==> src/rtl/decode_ctrl_pipe.sv <==
// decode_ctrl_pipe: registered main-decode stage between fetch and execute.
// Decodes a 5-bit opcode into the datapath control bundle, holds it in a
// one-entry valid/ready output register, stalls on load-use hazards against
// the held instruction, honours an execute-stage flush and counts hazard stalls.
// Optional feature: define DECODE_ILLEGAL_TRAP_EN to halt intake after an
// illegal opcode until flush or reset.
module decode_ctrl_pipe #(
  parameter int unsigned OP_W   = 5,
  parameter int unsigned REG_AW = 5,
  parameter int unsigned CNT_W  = 16
) (
  input  logic              clk,
  input  logic              rst_n,
  input  logic              in_valid,
  output logic              in_ready,
  input  logic [OP_W-1:0]   in_opcode,
  input  logic [REG_AW-1:0] in_rd,
  input  logic [REG_AW-1:0] in_rs1,
  input  logic [REG_AW-1:0] in_rs2,
  output logic              out_valid,
  input  logic              out_ready,
  output logic              regwrite,
  output logic              memwrite,
  output logic              memread,
  output logic              alumuxen1,
  output logic              alumuxen2,
  output logic              alumuxsel1,
  output logic              alumuxsel2,
  output logic [1:0]        d_dmuxsel,
  output logic              resultsel,
  output logic [1:0]        selr,
  output logic              branch,
  output logic              jump,
  output logic [2:0]        aluop,
  output logic [REG_AW-1:0] out_rd,
  output logic [REG_AW-1:0] out_rs1,
  output logic [REG_AW-1:0] out_rs2,
  input  logic              flush,
  output logic              illegal,
  output logic [CNT_W-1:0]  stall_cnt
);

  typedef enum logic [0:0] {StRun, StHalt} state_e;

  state_e      state_q;
  logic [16:0] dec_ctl;
  logic        dec_illegal;
  logic        use_rs1;
  logic        use_rs2;
  logic        opc_hi;
  logic        rs_match;
  logic        hazard;
  logic        accept;

  // Any set bit above the 5-bit opcode field makes the instruction illegal
  if (OP_W > 5) begin : g_wide_op
    assign opc_hi = |in_opcode[OP_W-1:5];
  end else begin : g_narrow_op
    assign opc_hi = 1'b0;
  end

  // Main decode; bundle order is regwrite,memwrite,memread,en1,en2,sel1,sel2,
  // d_dmuxsel,resultsel,selr,branch,jump,aluop
  always_comb begin
    dec_ctl     = '0;
    dec_illegal = 1'b0;
    use_rs1     = 1'b1;
    use_rs2     = 1'b0;
    case (in_opcode[4:0])
      5'b01101: begin dec_ctl = 17'b1_0_0_1_1_0_0_00_0_00_0_0_010; use_rs2 = 1'b1; end // R4
      5'b00011: begin dec_ctl = 17'b1_0_0_1_0_0_0_00_0_00_0_0_100; use_rs2 = 1'b1; end // R3
      5'b00001: dec_ctl = 17'b1_0_0_0_0_0_0_00_0_00_0_0_110;                            // R2
      5'b00101: dec_ctl = 17'b1_0_0_0_0_0_0_00_0_01_0_0_000;                            // MOV
      5'b10111: dec_ctl = 17'b1_0_1_0_1_0_1_01_1_00_0_0_011;                            // LW
      5'b10001: begin dec_ctl = 17'b0_1_0_0_1_0_1_10_0_00_0_0_011; use_rs2 = 1'b1; end // SW
      5'b01010: begin dec_ctl = 17'b0_0_0_1_0_0_0_00_0_00_1_0_110; use_rs2 = 1'b1; end // BR
      5'b11101: dec_ctl = 17'b1_0_0_0_1_0_1_00_0_00_0_0_111;                            // I
      5'b01111: dec_ctl = 17'b1_0_0_0_1_0_1_10_0_11_0_1_010;                            // JALR
      5'b11110: begin dec_ctl = 17'b1_0_0_0_0_0_0_00_0_11_0_1_010; use_rs1 = 1'b0; end // JAL
      default: begin
        dec_illegal = 1'b1;
        use_rs1     = 1'b0;
      end
    endcase
    if (opc_hi) begin
      dec_ctl     = '0;
      dec_illegal = 1'b1;
      use_rs1     = 1'b0;
      use_rs2     = 1'b0;
    end
  end

  // Load-use hazard against the held instruction and the fetch-side ready
  always_comb begin
    rs_match = (use_rs1 && (in_rs1 == out_rd)) || (use_rs2 && (in_rs2 == out_rd));
    hazard   = out_valid && memread && (out_rd != '0) && rs_match;
    in_ready = (!out_valid || out_ready) && !hazard && !flush && (state_q == StRun);
  end

  assign accept = in_valid && in_ready;

  // Output register, run/halt state and saturating hazard-stall counter
  always_ff @(posedge clk) begin
    if (!rst_n) begin
      state_q   <= StRun;
      out_valid <= 1'b0;
      {regwrite, memwrite, memread, alumuxen1, alumuxen2, alumuxsel1, alumuxsel2,
       d_dmuxsel, resultsel, selr, branch, jump, aluop} <= '0;
      illegal   <= 1'b0;
      out_rd    <= '0;
      out_rs1   <= '0;
      out_rs2   <= '0;
      stall_cnt <= '0;
    end else begin
      if (flush) begin
        out_valid <= 1'b0;
        state_q   <= StRun;
      end else if (accept) begin
        out_valid <= 1'b1;
        {regwrite, memwrite, memread, alumuxen1, alumuxen2, alumuxsel1, alumuxsel2,
         d_dmuxsel, resultsel, selr, branch, jump, aluop} <= dec_ctl;
        illegal   <= dec_illegal;
        out_rd    <= in_rd;
        out_rs1   <= in_rs1;
        out_rs2   <= in_rs2;
`ifdef DECODE_ILLEGAL_TRAP_EN
        if (dec_illegal) state_q <= StHalt;
`endif
      end else if (out_ready) begin
        out_valid <= 1'b0;
      end
      // Hazard is the stall cause even under backpressure; flush takes precedence
      if (in_valid && hazard && !flush && (stall_cnt != '1)) begin
        stall_cnt <= stall_cnt + CNT_W'(1);
      end
    end
  end

endmodule

==> config.mk <==
export PLATFORM = sky130hd
export DESIGN_NAME = decode_ctrl_pipe
export DESIGN_NICKNAME = d
export VERILOG_FILES = /design/src/rtl/decode_ctrl_pipe.sv
export SDC_FILE = /design/constraint.sdc
export NUM_CORES = 1
export LEC_CHECK = 0
export ABC_AREA = 0
export CORE_ASPECT_RATIO = 1.2
export CORE_MARGIN = 3
export CORE_UTILIZATION = 35
export CTS_BUF_LIST = sky130_fd_sc_hd__clkbuf_8 sky130_fd_sc_hd__clkbuf_16
export DETAILED_ROUTE_END_ITERATION = 10
export SLEW_MARGIN = 20
export SYNTH_ARGS = -nofsm -noshare
export SYNTH_HDL_FRONTEND = slang
export SYNTH_SLANG_ARGS = --single-unit
==> constraint.sdc <==
create_clock -name clk -period 2.7 [get_ports clk]
set_clock_uncertainty 0.15 [all_clocks]
set_input_delay 0.54 -clock clk [delete_from_list [all_inputs] [get_ports clk]]
set_output_delay 0.54 -clock clk [all_outputs]
set_load 0.005 [all_outputs]
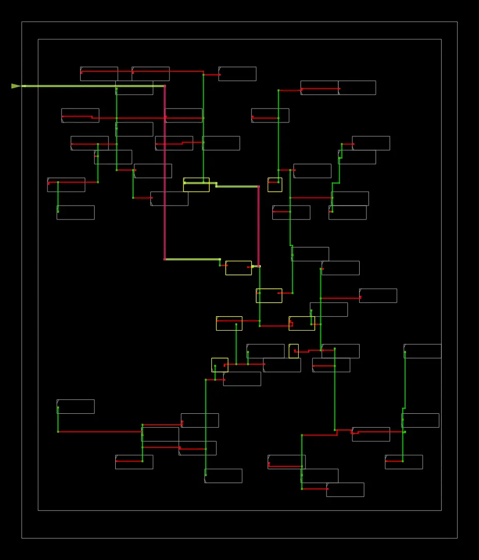
*Clock routing, run 1*
P_clk: 0.426 mW
clk_lat worst skew: 0.30 ns

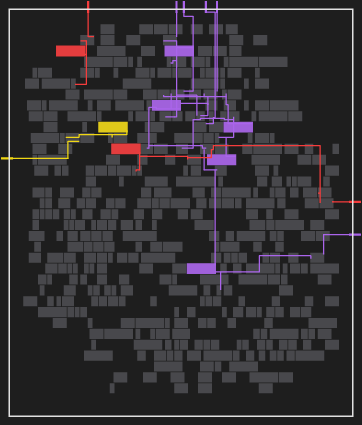
*Wires at chosen ports, followed through buffers, run 1*
Scale: 4 px per micron.
`out_rd` -> purple  # bits 5, direction output, edge 4 north, 1 east, end cells 5, buffers 5, wire 320 microns
`branch` -> yellow  # bits 1, direction output, edge west, end cells 1, buffers 1, wire 38.6 microns
`d_dmuxsel` -> red  # bits 2, direction output, edge 1 east, 1 north, end cells 2, buffers 2, wire 96.9 microns

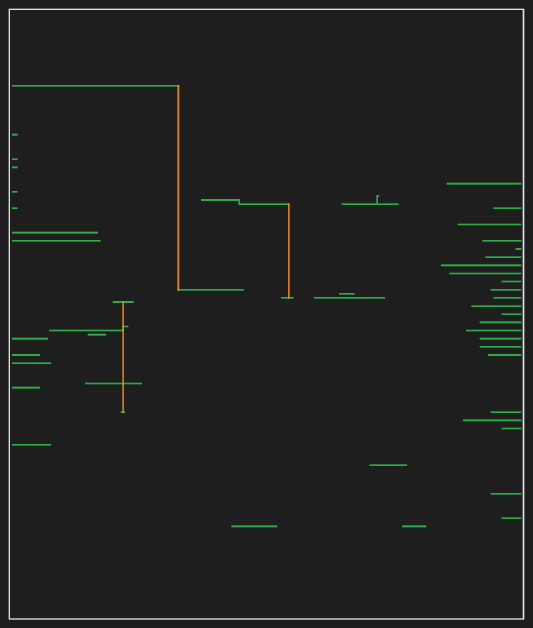
*Wiring by layer, run 1*
Scale: 6 px per micron. Only two layers are drawn.
metal 4 -> orange  # wire length 68.0 microns
metal 3 -> green  # wire length 331 microns

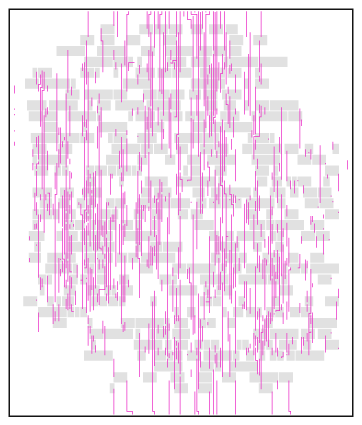
*The metal 2 layer, run 1*
Scale: 4 px per micron. Cells faint in the background.
share of all routed wire = 49%
wire length on this layer = 3,570 microns

==> results.toml, run 1 <==
# physical design summary
[run_status]
status = "complete, no violations"

[critical_path]
crit_path_cell_trace = "clkdlybuf4s15_2 > buf_4 > nand2_1 > nor3_1 > o311a_1 > o21ai_2 > nand2_1 > nor2_1 > buf_2"
cp_slowest_cell = "o311a_1"
critPathTopFamily = "buffers and inverters"
slowest_delay_ns = 0.37
crit_required_ns = 2.01
r2r-start = "out_rd[4]"
crit_path_start = "in_opcode[3]"
path_class = "in2out"
worstPathArrival_ns = 1.95
end_kind = "output port"

[power_and_ir_drop]
pwr-share-seq_pct = 50.2
power_switching_mw = 0.391
power_mw = 1.41
vdd_drop_max_uv = 208
p_int_mw = 1.02
power_density_nw_per_um2 = 378
p_leak_nw = 1.53
switching_share_pct = 27.7

[global_route]
busiest_layer = "met2"
grt_max_degree = 31
track_usage_pct = 16.7
grt_pass1_wl_mm = 11.8
grt_pass1_vias = 2402
grt_overflow_total = 0
grtUsageMet2_pct = 28.6
antenna_found_initial = 0

[clock_tree]
cts_max_level = 2
path_clk_slew_ns = 0.09
cts_sinks = 46
cts_resized = 20
cts-root-buf = "clkbuf_8"
clock_path_buffers = 2
holdBufCountCts = 0
cts_made_buffers = 5
cts_setup_buffers = 4
cts_tree = "yes"

[floorplan]
die_x_microns = 85.5
dieArea_sq_um = 8660
core_area_sq_um = 7320
io_pins = 76
die_y_microns = 101
initial_core_util_pct = 36.3
rows = 34

[routing]
first_pass_iters = 4
drc = 0
num_vias = 2608
drt_iter0_drc = 82
routedWlPerCell_microns = 14.5
wl_mm = 7.31
drtAntennaViolNets = 0

[final_timing]
drv_slew = 0
max-slew-margin-rel_pct = 65.7
fin_crit_ns = 2.64
max_freq_ghz = 0.379
hold_viol = 0
setup_viol = 0
fin_ws_ns = 0.0602
holdWs_ns = 0.314
finalClockPeriodUsage_pct = 97.8
worstMarginPinSlew_ns = 0.510
rsz0062_at_grt = "no"

[hold_path]
hp-start = "out_rs2[3]"
hold_path_class = "reg2reg"

[finish]
layout_top_cell = "clkdlybuf4s50_1"
final_cell_mix = "64 x clkdlybuf4s50_1, 63 x nand2_1, 46 x dfxtp_1, 33 x buf_4, 29 x mux2i_1"
fillers = 734
antenna_cells = 0
design_area_sq_um = 3730
syn2layout_area_growth_pct = 40.8
fin_nets = 440
drive_gt1_share_pct = 14.2

[placement]
place_area_sq_um = 3570
dpl_worst_slack_ns = -0.659
io_buffers = 74
finalWeightedCongestion = 0.882
dpl.hpwl_mm = 5.46

[yosys]
yosys_warnings = 0
yosys-stat-area_sq_um = 2650
synthesis.nets = 354
ys.flops = 46
ys_cells = 328
yosysSeqAreaShare_pct = 34.7
netlist_instances = 328
synth_cell_types = 48
syn_area_per_cell_sq_um = 8.09
ff_type = "dfxtp_1"
synthesis.area_sq_um = 2650

[job]
warnings = 26
maxCapViolCount = 0
[run 1: routing by layer]
metal	vias up	routed length, microns	share of wire, %
met3	6	331	4.5
met4	0	68	0.93
li1	1329	-	-
met5	-	0	0
met1	1212	3340	46
met2	61	3570	49
[run 1: path summary, 6_finish.rpt]
path	to	slack (ns)	cells after the start
setup / recovery	in_ready	0.06	9
hold / removal	out_rs2[3]	0.31	2
setup reg to reg	stall_cnt[11]	0.30	7
hold reg to reg	out_rs2[3]	0.31	2
[run 1: logic make-up after synthesis]
group	share of synthesized area [%]
other	0.141
flip-flops	34.7
adder cells (fa/ha/maj)	0.472
buffers and inverters	7.03
AND/OR/NAND/NOR	26.5
multiplexers	10.9
XOR/XNOR	5.61
AND-OR/OR-AND	14.6
[run 1: synth_stat cells (2+ instances only)]
cell	number	area, sq um
nand2_1	63	236
dfxtp_1	46	921
mux2i_1	29	290
a21oi_1	20	100
clkbuf_1	14	52.6
nand3_1	10	50.1
or3_1	10	62.6
and3_1	9	56.3
nand4_1	9	56.3
nor2_1	9	33.8
o21ai_1	9	45.0
xor2_1	9	78.8
xnor2_1	8	70.1
buf_4	7	52.6
inv_1	6	22.5
nand2b_1	6	37.5
o21ai_0	6	30.0
o31ai_1	6	45.0
buf_2	5	25.0
nor3_1	5	25.0
and2_1	4	25.0
buf_1	3	11.3
a311oi_1	2	17.5
buf_6	2	22.5
nand4b_1	2	17.5
nor2b_1	2	12.5
nor4b_2	2	30.0
o211ai_1	2	15.0
o22ai_1	2	12.5
o311a_1	2	20.0
or4_1	2	15.0
[run 1: power groups by stage]
stage / Combinational, mW / Clock (mW) / Sequential, mW
2_1_floorplan: 0.140 / 0 / 0.724
3_3_place_gp: 0.270 / 0 / 0.725
3_5_place_dp: 0.271 / 0 / 0.725
4_1_cts: 0.274 / 0.441 / 0.709
5_1_grt: 0.304 / 0.468 / 0.712
6_report: 0.278 / 0.426 / 0.709
[run 1: worst min-delay path: stages (launching register included)]
cell and delay [ns]:
dfxtp_1 0.32, nand2_1 0.05, mux2i_1 0.05
[run 1: state kept, by name, summed over array words and instances (netlist names)]
| register | cells |
|---|---|
| selr | 2 |
| branch | 1 |
| out_rs1 | 5 |
| out_rd | 5 |
| d_dmuxsel | 2 |
| alumuxen2 | 1 |
| alumuxen1 | 1 |
| stall_cnt | 16 |
| regwrite | 1 |
| aluop | 3 |
| out_valid | 1 |
| illegal | 1 |
| memwrite | 1 |
| out_rs2 | 5 |
| alumuxsel2 | 1 |
[run 1: stage by stage]
step	std cells	setup TNS, ns	utilization (%)
finish	505	0	51.0
floorplan	328	0	-
detailed placement	491	-17.03	48.9
global placement	491	-13.89	48.9
global route	505	0	51.0
CTS	503	0	50.6
[run 1: area by class of cell]
| type | instances | area [sq um] | area share, % |
|---|---|---|---|
| clock buffer | 5 | 68.8 | 1.84 |
| clock inverter | 3 | 21.3 | 0.570 |
| inverter | 6 | 22.5 | 0.603 |
| multi-input combinational | 245 | 1590 | 42.5 |
| sequential | 46 | 921 | 24.7 |
| tap | 90 | 113 | 3.02 |
| timing repair buffer | 110 | 1000 | 26.8 |
### Layout detail, run 1

Window x 54 to 74, y 66 to 86 microns. Cells in grey, sequential cells in the stronger grey; small squares are vias.
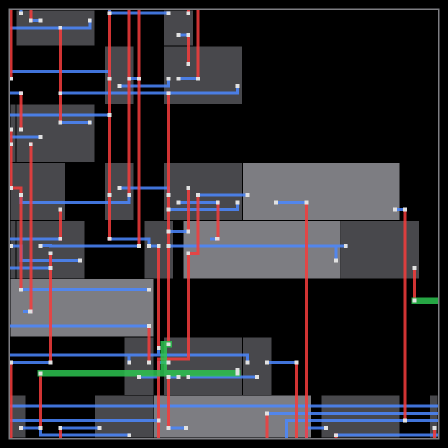

==> run 2: changes to the inputs <==
==> constraint.sdc (replaced) <==
create_clock -name clk -period 3.3 [get_ports clk]
set_clock_uncertainty 0.15 [all_clocks]
set_input_delay 0.66 -clock clk [delete_from_list [all_inputs] [get_ports clk]]
set_output_delay 0.66 -clock clk [all_outputs]
set_load 0.005 [all_outputs]
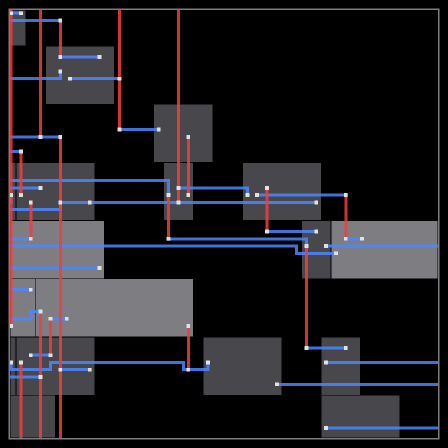
*Layout detail, run 2*
Window x 54 to 74, y 66 to 86 microns. Cells in grey, sequential cells in the stronger grey; small squares are vias.
metal 1 -> blue
metal 2 -> red
cells with their middle in the window = 14
most frequent = mux2i_1 (3), nand2_1 (3), dfxtp_1 (3)
sequential cells in the window = 3

==> results.toml, run 2 <==
# physical design summary
[floorplan]
initial_core_util_pct = 36.3
die_x_microns = 85.5
dieArea_sq_um = 8660
core_area_sq_um = 7320
io_pins = 76
die_y_microns = 101

[yosys]
ff_type = "dfxtp_1"
yosys_warnings = 0
synthesis.area_sq_um = 2650
synthAdderAreaFrac_pct = 0.472
ys.flops = 46
ys_sh_xor_pct = 5.61
top_area_share_pct = 34.7
synthesis.nets = 354
top_cell = "nand2_1"
top_area_cell = "dfxtp_1"
synth.logic.top_family = "simple AND/OR/NAND/NOR gates"
yosysSeqAreaShare_pct = 34.7
synth_compound_gate_area_share_pct = 14.6
yosys-stat-area_sq_um = 2650
synth_cell_types = 48
ys_cells = 328
syn_area_per_cell_sq_um = 8.09
simple_gate_share_pct = 26.5
mux_area_share_pct = 10.9
common_cells = "63 x nand2_1, 46 x dfxtp_1, 29 x mux2i_1"
netlist_instances = 328

[hold_path]
worstHoldPathCells = 2
min_to = "out_rs1[3]"
hp-start = "out_rs1[3]"
hold_path_class = "reg2reg"

[finish]
final_cell_count_no_fill = 502
syn2layout_area_growth_pct = 41.2
layout_top_cell = "clkdlybuf4s50_1"
antenna_cells = 0
fin_nets = 437
regMostFlops = "stall_cnt"
largest_reg_flops = 16
fillers = 721
final_cell_mix = "68 x clkdlybuf4s50_1, 63 x nand2_1, 46 x dfxtp_1, 29 x mux2i_1, 29 x buf_4"
regArea_sq_um = 921
comb_area_sq_um = 1560
postLayoutCoreUtil_pct = 51.2

[clock_tree]
path_clk_slew_ns = 0.09
clock_path_buffers = 2
cts_max_level = 2
holdBufCountCts = 0
cts_tree = "yes"
clk_latency_ns = 0.30

[final_timing]
fin_crit_ns = 3.20
drv_slew = 0
max-slew-margin-rel_pct = 66.6
max_freq_ghz = 0.313
rsz0062_at_grt = "no"
worstMarginPinSlew_ns = 0.494
timing.setup.tns_ns = 0
setup_viol = 0

[power_and_ir_drop]
vdd_drop_max_uv = 230
power_mw = 1.23
power_density_nw_per_um2 = 328
p_leak_nw = 1.52

[routing]
drtAntennaViolNets = 0
wl_mm = 7.19
drc = 0
routedWlPerCell_microns = 14.3
drt_iter0_drc = 69
first_pass_iters = 4
num_vias = 2597

[run_status]
status = "complete, no violations"

[critical_path]
reg2reg_setup_slack_ns = 0.88
reg2reg_depth = 7
crit_path_start = "in_opcode[2]"
worstPathArrival_ns = 2.39
r2r-start = "out_rd[4]"
crit_required_ns = 2.49
r2r_end = "stall_cnt[11]"
cp_slowest_cell = "clkdlybuf4s50_1"

[placement]
finalWeightedCongestion = 0.895
dpl.hpwl_mm = 5.38
io_buffers = 74
placed_cells = 490

[global_route]
grt_pass1_wl_mm = 11.9
track_usage_pct = 16.8
antenna_found_initial = 0
grt_max_degree = 31
grt_pass1_vias = 2487
grt_overflow_total = 0

[job]
maxCapViolCount = 0
warnings = 26
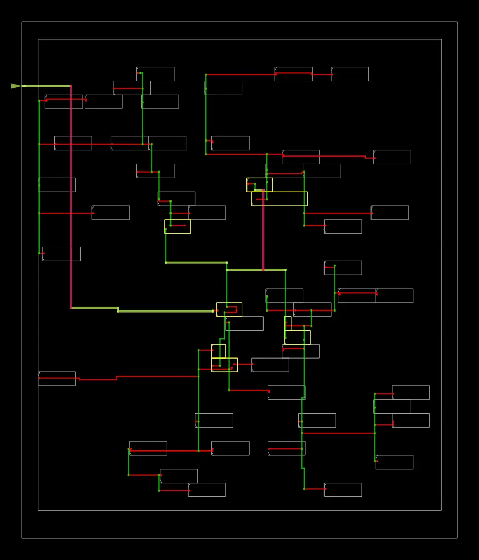
*Clock routing, run 2*
registers: 46
Layout clock buffers: 5
Num CTS Buffers: 5
P_clk: 0.424 mW

run 2: cell counts after synthesis:
Identical to the previous run, type by type.
run 2: power by group:
part / internal [mW] / leakage [nW] / switching (mW)
clock: 0.223 / 0.0556 / 0.201
combinational: 0.118 / 1.09 / 0.106
sequential: 0.569 / 0.373 / 0.0114
total: 0.910 / 1.52 / 0.318
run 2: stage by stage:
| stage | hold slack, ns | setup slack, ns | cell area, sq um |
|---|---|---|---|
| 4_1_cts | 0.313 | 0.0495 | 3710 |
| 3_3_place_gp | 0.293 | -0.246 | 3580 |
| 2_1_floorplan | 0.304 | 0.413 | 2650 |
| 3_5_place_dp | 0.300 | -0.266 | 3580 |
| 5_1_grt | 0.325 | 0.0209 | 3740 |
| 6_report | 0.309 | 0.101 | 3740 |
run 2: area by class of cell:
type | instances | area share, %
Clock buffer | 5 | 1.84
Sequential cell | 46 | 24.6
Clock inverter | 3 | 1.10
Multi-Input combinational cell | 245 | 41.8
Tap cell | 90 | 3.01
Inverter | 6 | 0.601
Timing Repair Buffer | 107 | 27.1
run 2: how the worst max path moves through the flow:
stage	end	slack, ns	cells after the start
after global placement	in_ready	-0.25	8
after floorplan	in_ready	0.41	9
after global routing	in_ready	0.02	9
after CTS	in_ready	0.05	9
after detailed placement	in_ready	-0.27	8
final	in_ready	0.10	9
run 2: cells by family (layout without fill, tap and decap cells):
logic type	Yosys count	count (layout)
muxes	29	29
and+or+nand+nor	138	138
AOI/OAI and AO/OA	59	59
adders and majority gates	1	1
DFF	46	46
other	1	1
buffers and inverters	37	121
xor gates and xnor gates	17	17
run 2: what timing repair did:
action,in CTS,in global routing
buffers inserted,2,2
pin swaps,2,5
setup endpoints to repair,1,1
gates cloned,0,0
gates resized,6,5
run 2: worst max-delay path: cells and delay by family:
family | cells | cell delay [ns]
buf+inv | 3 | 0.80
simple gates | 3 | 0.33
compound gates | 3 | 0.61
run 2: routing by layer:
layer | share of wire (%) | wire [microns] | track usage [%]
met5 | 0 | 0 | 0
met4 | 1.5 | 105 | 5.60
met3 | 3.8 | 270 | 2.85
met2 | 50 | 3570 | 28.8
met1 | 45 | 3240 | 21.2
### Wiring by layer, run 2

Scale: 6 px per micron. Only two layers are drawn.
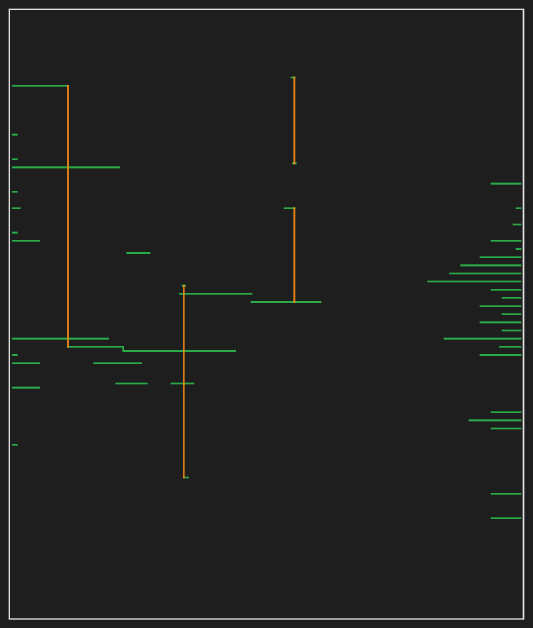

==> run 3: changes to the inputs <==
--- a/config.mk
+++ b/config.mk
@@ -7,7 +7,7 @@
 export LEC_CHECK = 0
 export ABC_AREA = 0
 export CORE_ASPECT_RATIO = 1.2
-export CORE_MARGIN = 3
+export CORE_MARGIN = 5
 export CORE_UTILIZATION = 35
 export CTS_BUF_LIST = sky130_fd_sc_hd__clkbuf_8 sky130_fd_sc_hd__clkbuf_16
 export DETAILED_ROUTE_END_ITERATION = 10
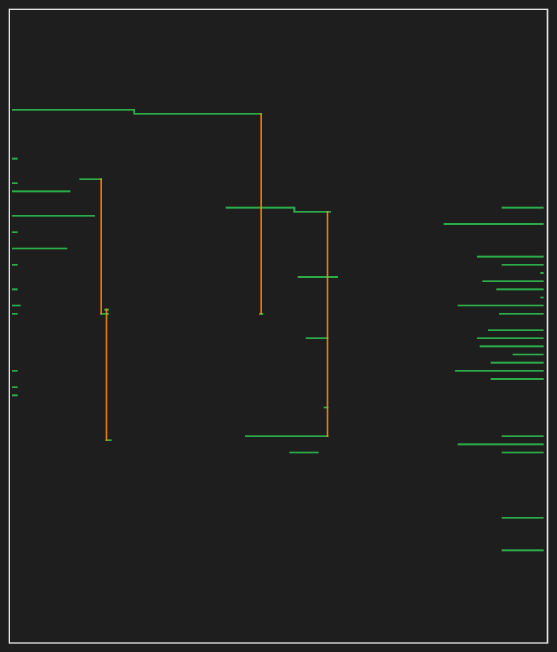
*Wiring by layer, run 3*
Scale: 6 px per micron. Only two layers are drawn.
Vias: 2,564
Routed WL: 7.29 mm
WL/cell: 14.6 microns
gr usage total: 15.7%

==> results.toml, run 3 <==
# physical design summary
[run_status]
status = "complete, no violations"

[finish]
drive_gt1_share_pct = 11.2
regArea_sq_um = 921
layout_top_cell = "clkdlybuf4s50_1"
antenna_cells = 0
fillers = 735
syn2layout_area_growth_pct = 40.7
regMostFlops = "stall_cnt"
comb_area_sq_um = 1570
design_area_sq_um = 3730
postLayoutCoreUtil_pct = 51.0
final_cell_mix = "68 x clkdlybuf4s50_1, 63 x nand2_1, 46 x dfxtp_1, 29 x mux2i_1, 23 x buf_4"

[hold_path]
hold_path_class = "reg2reg"
hp-start = "out_rs2[4]"

[yosys]
syn_area_per_cell_sq_um = 8.09
top_cell = "nand2_1"
yosys-stat-area_sq_um = 2650
ff_type = "dfxtp_1"
synth_cell_types = 48
topCellsByArea = "dfxtp_1 35%, mux2i_1 11%, nand2_1 8.9%"
synthesis.nets = 354
async_flop_share_pct = 0
netlist_instances = 328
ys_cells = 328
synthesis.area_sq_um = 2650
top_area_cell = "dfxtp_1"
common_cells = "63 x nand2_1, 46 x dfxtp_1, 29 x mux2i_1"
top_area_share_pct = 34.7
ys.flops = 46

[power_and_ir_drop]
power_density_nw_per_um2 = 327
power_mw = 1.22
p_leak_nw = 1.51
vdd_drop_max_uv = 156

[clock_tree]
holdBufCountCts = 0
cts_made_buffers = 5
clock_path_buffers = 2
path_clk_slew_ns = 0.08
cts_max_level = 2
clk_latency_ns = 0.30
cts-root-buf = "clkbuf_8"
cts_tree = "yes"

[final_timing]
max_freq_ghz = 0.321
setup_viol = 0
finalClockPeriodUsage_pct = 94.4
drv_slew = 0
holdWs_ns = 0.313
hold_viol = 0
fin_crit_ns = 3.12

[floorplan]
rows = 34
initial_core_util_pct = 36.3
dieArea_sq_um = 9430
io_pins = 76
die_x_microns = 89.5
die_y_microns = 105
core_area_sq_um = 7320

[placement]
finalWeightedCongestion = 0.836
place_area_sq_um = 3530
dpl.hpwl_mm = 5.52
io_buffers = 74

[global_route]
grt_overflow_total = 0
grt_max_degree = 31
grt_pass1_wl_mm = 11.8
grt_pass1_vias = 2417
antenna_found_initial = 0

[critical_path]
crit_path_start = "in_opcode[1]"
slowest_delay_ns = 0.41
worstPathArrival_ns = 2.31
path_class = "in2out"
crit_path_cell_trace = "clkdlybuf4s50_1 > buf_6 > nor4b_4 > a31oi_2 > a2111oi_4 > o21ai_2 > nand2_1 > nor2_1 > buf_2"
r2r-start = "out_rd[4]"
crit_required_ns = 2.49
critPathMaxFanout = 8
end_kind = "output port"
cp_slowest_cell = "clkdlybuf4s50_1"

[routing]
drc = 0
drt_iter0_drc = 80
first_pass_iters = 4
drtAntennaViolNets = 0

[job]
maxCapViolCount = 0
warnings = 26
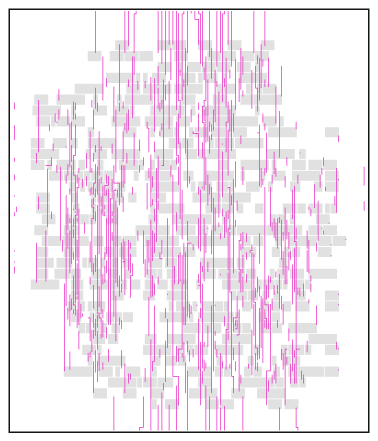
*The metal 2 layer, run 3*
Scale: 4 px per micron. Cells faint in the background.
nets with wire on the layer = 372
main direction = vertical
longest straight run = 50.3 microns
wire length on this layer = 3,580 microns

-- run 3: logic make-up (layout without fill, tap and decap cells) --
logic type / after synthesis / after routing / share of synthesized area [%]
AND-OR/OR-AND: 59 / 59 / 14.6
buffers and inverters: 37 / 118 / 7.03
other: 1 / 1 / 0.141
AND/OR/NAND/NOR: 138 / 138 / 26.5
flip-flops: 46 / 46 / 34.7
multiplexers: 29 / 29 / 10.9
adder cells (fa/ha/maj): 1 / 1 / 0.472
XOR/XNOR: 17 / 17 / 5.61
-- run 3: cell type report --
| cell class | instances | area share, % |
|---|---|---|
| repair buffers | 104 | 26.6 |
| well taps | 90 | 3.02 |
| multi-input cells | 245 | 42.2 |
| clock buffers | 5 | 1.84 |
| flip-flops and latches | 46 | 24.7 |
| inverters | 6 | 0.604 |
| clock inverters | 3 | 1.11 |
-- run 3: routing by layer --
metal  part of all wire, %  GRT usage [%]  up-vias  routed length [microns]
met5                     0              0        -                        0
li1                      -              -     1314                        -
met1                    45           20.0     1191                     3280
met3                   4.4           3.28       10                      319
met2                    49           26.3       49                     3580
met4                   1.6           4.36        0                      114
-- run 3: worst paths after layout --
path                                      end  slack [ns]  cells past startpoint
worst max-delay path                 in_ready        0.18                      9
worst min-delay path               out_rs2[4]        0.31                      2
worst max register to register  stall_cnt[11]        0.88                      7
worst min register to register     out_rs2[4]        0.31                      2
-- run 3: worst max-delay path: cells and delay by family --
family                 cells  cell delay (ns)
AOI/OAI and AO/OA          3             0.62
buffers and inverters      3             0.68
and+or+nand+nor            3             0.35
-- run 3: power breakdown --
| part | internal (mW) | switching [mW] | leakage, nW |
|---|---|---|---|
| logic | 0.117 | 0.107 | 1.08 |
| registers | 0.569 | 0.0117 | 0.373 |
| clock network | 0.223 | 0.192 | 0.0556 |
-- run 3: what timing repair did --
| item | 4_1_cts | 5_1_grt |
|---|---|---|
| cloned | 0 | 1 |
| endpoints found under the setup margin | 1 | 1 |
| pin swaps | 5 | 4 |
| resized | 15 | 2 |
| endpoints found under the hold margin | 0 | 0 |
| buffers inserted | 6 | 0 |
-- run 3: metrics by stage --
step                worst slack, ns  instances  TNS, ns
finish                        0.184        499        0
global route                 0.0776        499        0
CTS                          0.0924        498        0
detailed placement           -0.256        484   -0.301
global placement             -0.231        484   -0.231
floorplan                     0.413        328        0
No activity file was given, so power comes from the tool's default toggle rates.
